## config.mk

```make
export PLATFORM = sky130hd
export DESIGN_NAME = mux_2_arbiter_flat
export DESIGN_NICKNAME = d
export VERILOG_FILES = /design/src/rtl/mux_2_arbiter_if.sv /design/src/rtl/mux_2_arbiter.sv /design/src/flat_wrapper.sv
export SDC_FILE = /design/constraint.sdc
export NUM_CORES = 1
export LEC_CHECK = 0
export ABC_AREA = 1
export CAP_MARGIN = 15
export CELL_PAD_IN_SITES_DETAIL_PLACEMENT = 0
export CELL_PAD_IN_SITES_GLOBAL_PLACEMENT = 1
export CORE_ASPECT_RATIO = 1.75
export CORE_MARGIN = 1.5
export CORE_UTILIZATION = 32
export DETAILED_ROUTE_END_ITERATION = 6
export GPL_ROUTABILITY_DRIVEN = 0
export PLACE_DENSITY = 0.84
export SLEW_MARGIN = 30
export SYNTH_ARGS = -nofsm -noshare
export SYNTH_HDL_FRONTEND = slang
export SYNTH_SLANG_ARGS = --single-unit
```

## constraint.sdc

```tcl
create_clock -name clk -period 2.49 [get_ports clk]
set_clock_uncertainty 0.15 [all_clocks]
set_input_delay 0.6225 -clock clk [delete_from_list [all_inputs] [get_ports clk]]
set_output_delay 0.6225 -clock clk [all_outputs]
set_load 0.03 [all_outputs]
```

## src/rtl/mux_2_arbiter_if.sv

```systemverilog
// Bundle for the two-requester arbitrated mux.
//   master : requester side, which drives req0/req1 and in0/in1 and observes the results
//   slave  : arbiter side, which drives gnt0/gnt1, sel, f, f_valid and busy
//   req0, req1 : access requests, held high until the requester is done
//   in0, in1   : requester data, WIDTH bits each
//   gnt0, gnt1 : registered grants, one-hot or zero
//   sel        : registered mux select (0 = in0, 1 = in1)
//   f, f_valid : registered selected data and its valid flag
//   busy       : high while any grant is active
interface mux_2_arbiter_if #(
    parameter int WIDTH = 8
);
    logic             req0;
    logic             req1;
    logic [WIDTH-1:0] in0;
    logic [WIDTH-1:0] in1;
    logic             gnt0;
    logic             gnt1;
    logic             sel;
    logic [WIDTH-1:0] f;
    logic             f_valid;
    logic             busy;

    modport master (
        output req0, req1, in0, in1,
        input  gnt0, gnt1, sel, f, f_valid, busy
    );

    modport slave (
        input  req0, req1, in0, in1,
        output gnt0, gnt1, sel, f, f_valid, busy
    );
endinterface

```

## src/rtl/mux_2_arbiter.sv

```systemverilog
// Two-requester arbiter that feeds a registered data mux.
// Ties are broken in favour of the requester that was not served last.
//   clk   : rising-edge clock
//   rst_n : synchronous active-low reset
//   bus   : mux_2_arbiter_if.slave, carrying the requests, data, grants, select, f/f_valid and busy
// Parameters:
//   WIDTH    : width of each data path
//   MAX_HOLD : maximum consecutive grant cycles while the other side waits (legal range 2..255)
// Optional macro MUX_2_ARBITER_TIMEOUT_EN:
//   enables the hold counter, which forces a handover once MAX_HOLD cycles have elapsed.
//   Without it, a grant lasts until its request drops.
module mux_2_arbiter #(
    parameter int WIDTH    = 8,
    parameter int MAX_HOLD = 16
) (
    input  logic            clk,
    input  logic            rst_n,
    mux_2_arbiter_if.slave  bus
);
    typedef enum logic [1:0] {
        IDLE   = 2'd0,
        GRANT0 = 2'd1,
        GRANT1 = 2'd2
    } state_t;

    state_t state;
    state_t nxt;
    logic   last;      // 1: requester 1 was served last, so requester 0 wins the next tie
    logic   timeout;

    if (MAX_HOLD < 2 || MAX_HOLD > 255) begin : g_bad_hold
        $error("mux_2_arbiter: MAX_HOLD out of range 2..255");
    end

`ifdef MUX_2_ARBITER_TIMEOUT_EN
    localparam logic [7:0] HOLD_LIM = 8'(MAX_HOLD - 1);
    logic [7:0] hold;
    assign timeout = (hold == HOLD_LIM);
`else
    assign timeout = 1'b0;
`endif

    always_comb begin
        nxt = state;
        unique case (state)
            IDLE: begin
                if (bus.req0 && bus.req1) nxt = last ? GRANT0 : GRANT1;
                else if (bus.req0)        nxt = GRANT0;
                else if (bus.req1)        nxt = GRANT1;
            end
            GRANT0: begin
                if (!bus.req0)                nxt = bus.req1 ? GRANT1 : IDLE;
                else if (timeout && bus.req1) nxt = GRANT1;
            end
            GRANT1: begin
                if (!bus.req1)                nxt = bus.req0 ? GRANT0 : IDLE;
                else if (timeout && bus.req0) nxt = GRANT0;
            end
            default: nxt = IDLE;
        endcase
    end

    always_ff @(posedge clk) begin
        if (!rst_n) begin
            state       <= IDLE;
            last        <= 1'b1;
            bus.gnt0    <= 1'b0;
            bus.gnt1    <= 1'b0;
            bus.busy    <= 1'b0;
            bus.sel     <= 1'b0;
            bus.f       <= '0;
            bus.f_valid <= 1'b0;
`ifdef MUX_2_ARBITER_TIMEOUT_EN
            hold        <= '0;
`endif
        end else begin
            state    <= nxt;
            bus.gnt0 <= (nxt == GRANT0);
            bus.gnt1 <= (nxt == GRANT1);
            bus.busy <= (nxt != IDLE);

            // sel keeps its last value while IDLE
            if (nxt == GRANT0) bus.sel <= 1'b0;
            else if (nxt == GRANT1) bus.sel <= 1'b1;

            if (nxt == GRANT0 && state != GRANT0) last <= 1'b0;
            if (nxt == GRANT1 && state != GRANT1) last <= 1'b1;

            // The data stage trails the grant by one cycle: it captures the input
            // selected by the grant that is currently active, and f_valid follows
            // the registered busy flag, so f and f_valid stay aligned.
            unique case (state)
                GRANT0:  bus.f <= bus.in0;
                GRANT1:  bus.f <= bus.in1;
                default: ;
            endcase
            bus.f_valid <= bus.busy;

`ifdef MUX_2_ARBITER_TIMEOUT_EN
            // Clear on any state change, and also on an expiry with no contender.
            if (nxt != state || nxt == IDLE || timeout) hold <= '0;
            else                                        hold <= hold + 8'd1;
`endif
        end
    end
endmodule
```

## src/flat_wrapper.sv

```systemverilog
// flat-port wrapper written by rule: the top's interface ports become plain ports
module mux_2_arbiter_flat 
#(
    parameter int WIDTH    = 8,
    parameter int MAX_HOLD = 16
)
  (clk, rst_n, bus_req0, bus_req1, bus_in0, bus_in1, bus_gnt0, bus_gnt1, bus_sel, bus_f, bus_f_valid, bus_busy);
  mux_2_arbiter_if #(.WIDTH(WIDTH)) bus_i ();
  input  logic clk;
  input  logic rst_n;
  input wire logic [$bits(bus_i.req0)-1:0] bus_req0;
  input wire logic [$bits(bus_i.req1)-1:0] bus_req1;
  input wire logic [$bits(bus_i.in0)-1:0] bus_in0;
  input wire logic [$bits(bus_i.in1)-1:0] bus_in1;
  output wire logic [$bits(bus_i.gnt0)-1:0] bus_gnt0;
  output wire logic [$bits(bus_i.gnt1)-1:0] bus_gnt1;
  output wire logic [$bits(bus_i.sel)-1:0] bus_sel;
  output wire logic [$bits(bus_i.f)-1:0] bus_f;
  output wire logic [$bits(bus_i.f_valid)-1:0] bus_f_valid;
  output wire logic [$bits(bus_i.busy)-1:0] bus_busy;
  assign bus_i.req0 = bus_req0;
  assign bus_i.req1 = bus_req1;
  assign bus_i.in0 = bus_in0;
  assign bus_i.in1 = bus_in1;
  assign bus_gnt0 = bus_i.gnt0;
  assign bus_gnt1 = bus_i.gnt1;
  assign bus_sel = bus_i.sel;
  assign bus_f = bus_i.f;
  assign bus_f_valid = bus_i.f_valid;
  assign bus_busy = bus_i.busy;
  mux_2_arbiter #(.WIDTH(WIDTH), .MAX_HOLD(MAX_HOLD)) u_core (.clk(clk), .rst_n(rst_n), .bus(bus_i));
endmodule
```

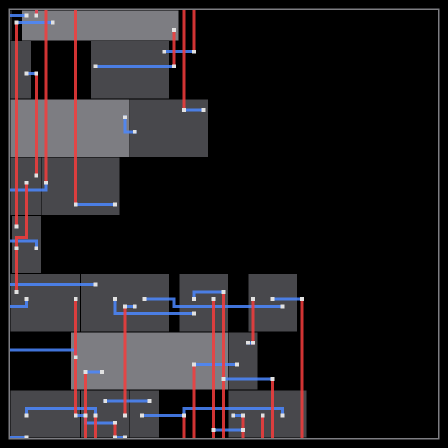
run_1/zoom.png
Region (22, 44) to (42, 64) um. Cells in gray, sequential cells in the stronger gray; small squares are vias.
| color | layer |
|---|---|
| red | met2 |
| blue | met1 |
most frequent: clkdlybuf4s50_1 (3), dfxtp_1 (3)
sequential cells in the window: 3
cells with their middle in the window: 17

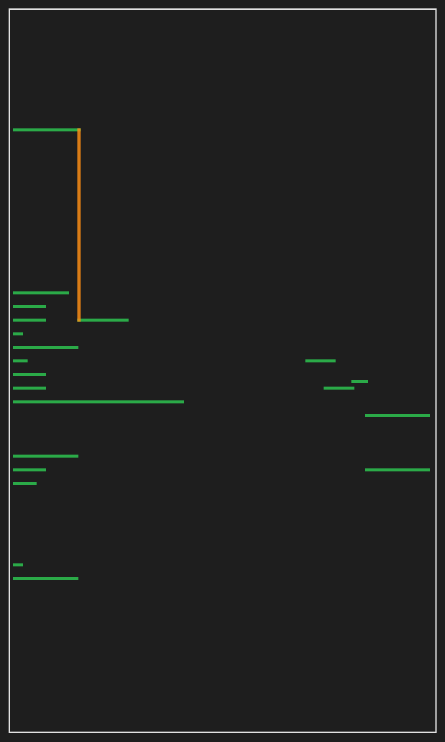
run_1/metal_stack.png
(10 px per um) Two of the layers only.
| color | layer | wire length |
|---|---|---|
| orange | met4 | 19.0 um |
| green | met3 | 90.8 um |

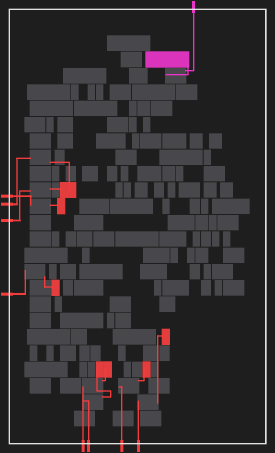
run_1/port_nets.png
(6 px per um)
| color | port | direction | edge | end cells | buffers | wire |
|---|---|---|---|---|---|---|
| magenta | `bus_gnt0` | output | top | 1 | 1 | 16.4 um |
| red | `bus_in0` | input | 4 bottom, 4 left | 8 | 8 | 103 um |

==> impl_metrics.py, run 1 <==
# Physical implementation metrics
metrics = {
    "drt": {
        "drt_iter0_markers": 11,
        "vias": 810,
        "wl_per_cell_um": 11.14,
    },
    "place": {
        "placed_area_um2": 1222,
        "io_buffer_count": 32,
        "dp_hpwl_um": 1573,
        "placedCellCount": 169,
    },
    "yosys": {
        "top_cell_area_share_pct": 36.62,
        "synthTopCellsByArea": "dfxtp_1, nand2_1, nand3_1",
        "synth_dominant_cell_count": "nand2_1",
        "ys_cells": 113,
        "seq_area_frac_synth_pct": 36.62,
        "synth.distinct_cells": 21,
        "ys_async_sr_fraction_pct": 0,
        "syn-num-nets": 138,
        "netlist_area_um2": 874.6,
        "ys_top_cells_by_count": "nand2_1, dfxtp_1, inv_1",
        "ys_chip_area_um2": 874.6,
        "ys_warn_count": 0,
    },
    "cells_and_area": {
        "drive_above_1_share_pct": 17.69,
        "finalNetCount": 173,
        "finish.utilization_pct": 50.05,
        "fillers": 260,
        "antenna_cells": 0,
        "instances_no_fill": 173,
        "top_regs": "u_core.bus.f: 8 flops, u_core.state: 2 flops",
        "syn_to_final_growth_pct": 46.07,
    },
    "final_timing": {
        "finalCritPeriodShare_pct": 81.57,
        "setup_viol": 0,
        "max_freq_ghz": 0.4924,
        "tns_ns": 0,
        "slew_violations": 0,
        "holdWs_ns": 0.2875,
        "tightest_slew_ns": 0.4675,
    },
    "clock_tree": {
        "cts-resized-gates": 0,
        "htree_levels": 1,
        "cts_made_buffers": 3,
        "path_clk_slew_ns": 0.06,
        "cts_tree": "built",
        "cts_sinks": 16,
        "post_cts_buffers": 0,
    },
    "flow_run": {
        "drv_cap": 0,
    },
    "setup_path": {
        "cp_max_fo": 2,
        "critPathTopFamily": "buffers and inverters",
        "rrSetupSlack_ns": 0.78,
        "path_buffers": 1,
        "critPathMaxStageDelay_ns": 0.68,
        "end_kind": "primary output",
        "startpoint": "u_core.bus.f[1]",
    },
    "grt": {
        "grt_usage_pct": 13.87,
    },
    "floorplan": {
        "row_count": 24,
        "ios": 33,
        "dieWidth_um": 42.52,
        "die_y_um": 72.16,
    },
    "min_path": {
        "whs_path_depth": 2,
        "worstHoldStart": "u_core.bus.busy",
    },
    "status": {
        "status": "complete, no violations",
    },
    "power_and_ir_drop": {
        "seqPwrFrac_pct": 34.3,
        "power.density_nw_per_um2": 779.7,
        "ir_drop_mv": 0.5237,
        "combinationalPowerShare_pct": 43.4,
        "p_leak_nw": 0.5997,
        "switching_power_mw": 0.3641,
        "switching_share_pct": 36.55,
    },
}
==> run 1: cell usage in the layout, fill, tap and decap left out, types with 2 or more instances in the layout <==
| cell | instances |
|---|---|
| buf_4 | 2 |
| clkbuf_8 | 4 |
| clkdlybuf4s50_1 | 32 |
| dfxtp_1 | 16 |
| ha_1 | 5 |
| inv_1 | 15 |
| inv_2 | 3 |
| nand2_1 | 24 |
| nand2_2 | 6 |
| nand3_1 | 13 |
| nand3_2 | 6 |
| nand4_1 | 2 |
| nor2_1 | 4 |
| o211ai_1 | 8 |
==> run 1: layer usage <==
layer / wire (um) / vias to the layer above / GRT usage [%] / part of all wire (%)
li1: - / 431 / - / -
met1: 775 / 354 / 14.40 / 40
met2: 1042 / 23 / 25.98 / 54
met3: 90 / 2 / 1.990 / 4.7
met4: 19 / 0 / 7.292 / 0.99
met5: 0 / - / 0 / 0
==> run 1: power groups by stage <==
stage,clock (mW),sequential (mW),combinational (mW)
CTS,0.228,0.341,0.438
global route,0.236,0.347,0.474
finish,0.223,0.342,0.432
detailed placement,0,0.346,0.437
global placement,0,0.345,0.431
floorplan,0,0.432,0.191
==> run 1: layout make-up <==
type | count | area (um2) | share of cell area (%)
clock buffer | 4 | 55.05 | 4.309
inverter | 19 | 71.32 | 5.583
multi-input combinational | 74 | 462.9 | 36.24
sequential | 16 | 320.3 | 25.07
tap | 26 | 32.53 | 2.547
timing repair buffer | 34 | 335.3 | 26.25
==> run 1: kinds of logic after synthesis <==
group,synth area share (%)
and+or+nand+nor,37.34
buffers and inverters,10.44
DFF,36.62
AOI/OAI and AO/OA,8.441
adders and majority gates,7.153
run_1/met2.png
(6 px per um)
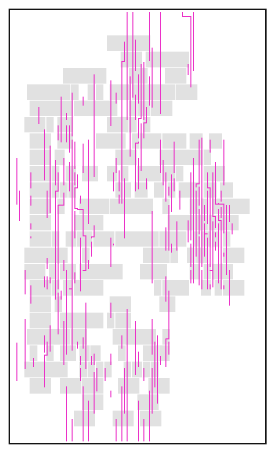

==> run 2, diff against run 1 <==
--- a/config.mk
+++ b/config.mk
@@ -11,10 +11,10 @@
 export CELL_PAD_IN_SITES_GLOBAL_PLACEMENT = 1
 export CORE_ASPECT_RATIO = 1.75
 export CORE_MARGIN = 1.5
-export CORE_UTILIZATION = 32
+export CORE_UTILIZATION = 27
 export DETAILED_ROUTE_END_ITERATION = 6
 export GPL_ROUTABILITY_DRIVEN = 0
-export PLACE_DENSITY = 0.84
+export PLACE_DENSITY = 0.76
 export SLEW_MARGIN = 30
 export SYNTH_ARGS = -nofsm -noshare
 export SYNTH_HDL_FRONTEND = slang
==> constraint.sdc (replaced) <==
create_clock -name clk -period 1.8 [get_ports clk]
set_clock_uncertainty 0.15 [all_clocks]
set_input_delay 0.45 -clock clk [delete_from_list [all_inputs] [get_ports clk]]
set_output_delay 0.45 -clock clk [all_outputs]
set_load 0.03 [all_outputs]
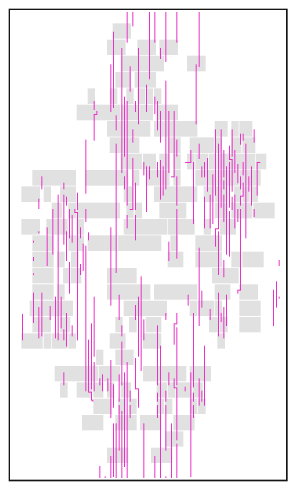
run_2/met2.png
(6 px per um)
nets with wire on the layer: 145
longest straight run: 24.1 um
wire length on this layer: 1110 um
share of all routed wire: 55%

==> impl_metrics.py, run 2 <==
# Physical implementation metrics
metrics = {
    "place": {
        "placedCellCount": 187,
        "io_buffer_count": 32,
        "dp_hpwl_um": 1603,
    },
    "drt": {
        "drt_iter0_markers": 11,
        "vias": 831,
        "wl_per_cell_um": 10.64,
    },
    "min_path": {
        "whs_path_depth": 2,
        "worstHoldStart": "u_core.bus.busy",
    },
    "yosys": {
        "synthTopCellsByArea": "dfxtp_1, nand2_1, nand3_1",
        "ys_cells": 113,
        "ys_top_cells_by_count": "nand2_1, dfxtp_1, inv_1",
        "synth_dominant_cell_count": "nand2_1",
        "synth.distinct_cells": 21,
        "ys_async_sr_fraction_pct": 0,
        "syn-num-nets": 138,
        "seq_area_frac_synth_pct": 36.62,
    },
    "grt": {
        "grt_usage_pct": 12.74,
        "grt_use_met2_pct": 22.22,
        "top_usage_layer": "met2",
        "gr-usage-met3_pct": 1.379,
    },
    "power_and_ir_drop": {
        "ir_drop_mv": 0.4557,
        "p_leak_nw": 0.6461,
        "power.density_nw_per_um2": 1006,
    },
    "flow_run": {
        "drv_cap": 0,
    },
    "setup_path": {
        "critPathMaxStageDelay_ns": 0.58,
        "rrSetupSlack_ns": 0.18,
        "cp_max_fo": 5,
    },
    "floorplan": {
        "dieWidth_um": 46.03,
        "ios": 33,
        "die_y_um": 78.29,
        "row_count": 27,
    },
    "clock_tree": {
        "post_cts_buffers": 0,
        "cts_made_buffers": 3,
        "cts_tree": "built",
        "htree_levels": 1,
        "cts-resized-gates": 13,
    },
    "final_timing": {
        "finalCritPeriodShare_pct": 91.68,
        "holdWs_ns": 0.2993,
        "tightest_slew_ns": 0.4767,
        "setup_viol": 0,
        "slew_violations": 0,
        "max_freq_ghz": 0.6060,
    },
    "cells_and_area": {
        "final_common_cell": "nand2_1",
        "finalNetCount": 174,
        "instances_no_fill": 190,
        "syn_to_final_growth_pct": 45.92,
        "top_regs": "u_core.bus.f: 8 flops, u_core.state: 2 flops",
        "drive_above_1_share_pct": 17.69,
    },
    "status": {
        "status": "complete, no violations",
    },
}
## run 2: power by group
| part | switching, mW | total [mW] | internal (mW) |
|---|---|---|---|
| combinational | 0.348 | 0.561 | 0.213 |
| sequential | 0.0378 | 0.467 | 0.429 |
| clock | 0.108 | 0.256 | 0.148 |
## run 2: area by class of cell
class,instances,area [um2]
clock buffers,3,41.29
fillers,357,1832
inverters,19,71.32
multi-input cells,74,462.9
flip-flops and latches,16,320.3
well taps,43,53.80
repair buffers,35,326.6
## run 2: worst max-delay path: cells and delay by family
family / cells / cell delay (ns)
buf+inv: 2 / 0.66
simple gates: 8 / 0.50
## run 2: cells by family (layout without fill, tap and decap cells)
family	count (synthesis)	after routing	share of synthesized area, %
simple gates	59	59	37.34
buf+inv	23	57	10.44
compound gates	10	10	8.441
fa+ha+maj	5	5	7.153
flops	16	16	36.62
## run 2: through the flow
step	setup TNS, ns	instance area [um2]	worst slack [ns]	util, %
2_1_floorplan	0	874.6	0.1790	-
3_3_place_gp	-0.1035	1251	-0.04975	40.26
3_5_place_dp	-0.2587	1251	-0.09126	40.26
4_1_cts	0	1276	0.1396	41.06
5_1_grt	0	1276	0.03363	41.06
6_report	0	1276	0.1498	41.06
## run 2: worst max-delay path by stage
stage | cells past startpoint | end | startpoint
global placement | 8 | u_core.last | bus_req1
detailed placement | 10 | u_core.last | bus_req0
floorplan | 7 | u_core.bus.f[6] | u_core.state[1]
finish | 10 | u_core.last | bus_req0
global route | 10 | u_core.last | bus_req0
CTS | 5 | u_core.bus.f[5] | u_core.state[0]
## run 2: routing by layer
| layer | wire length [um] | vias to the layer above |
|---|---|---|
| met3 | 61 | 2 |
| met4 | 28 | 0 |
| met1 | 818 | 383 |
| met2 | 1112 | 16 |
| met5 | 0 | - |
| li1 | - | 430 |
Power and IR drop assume default switching activity.
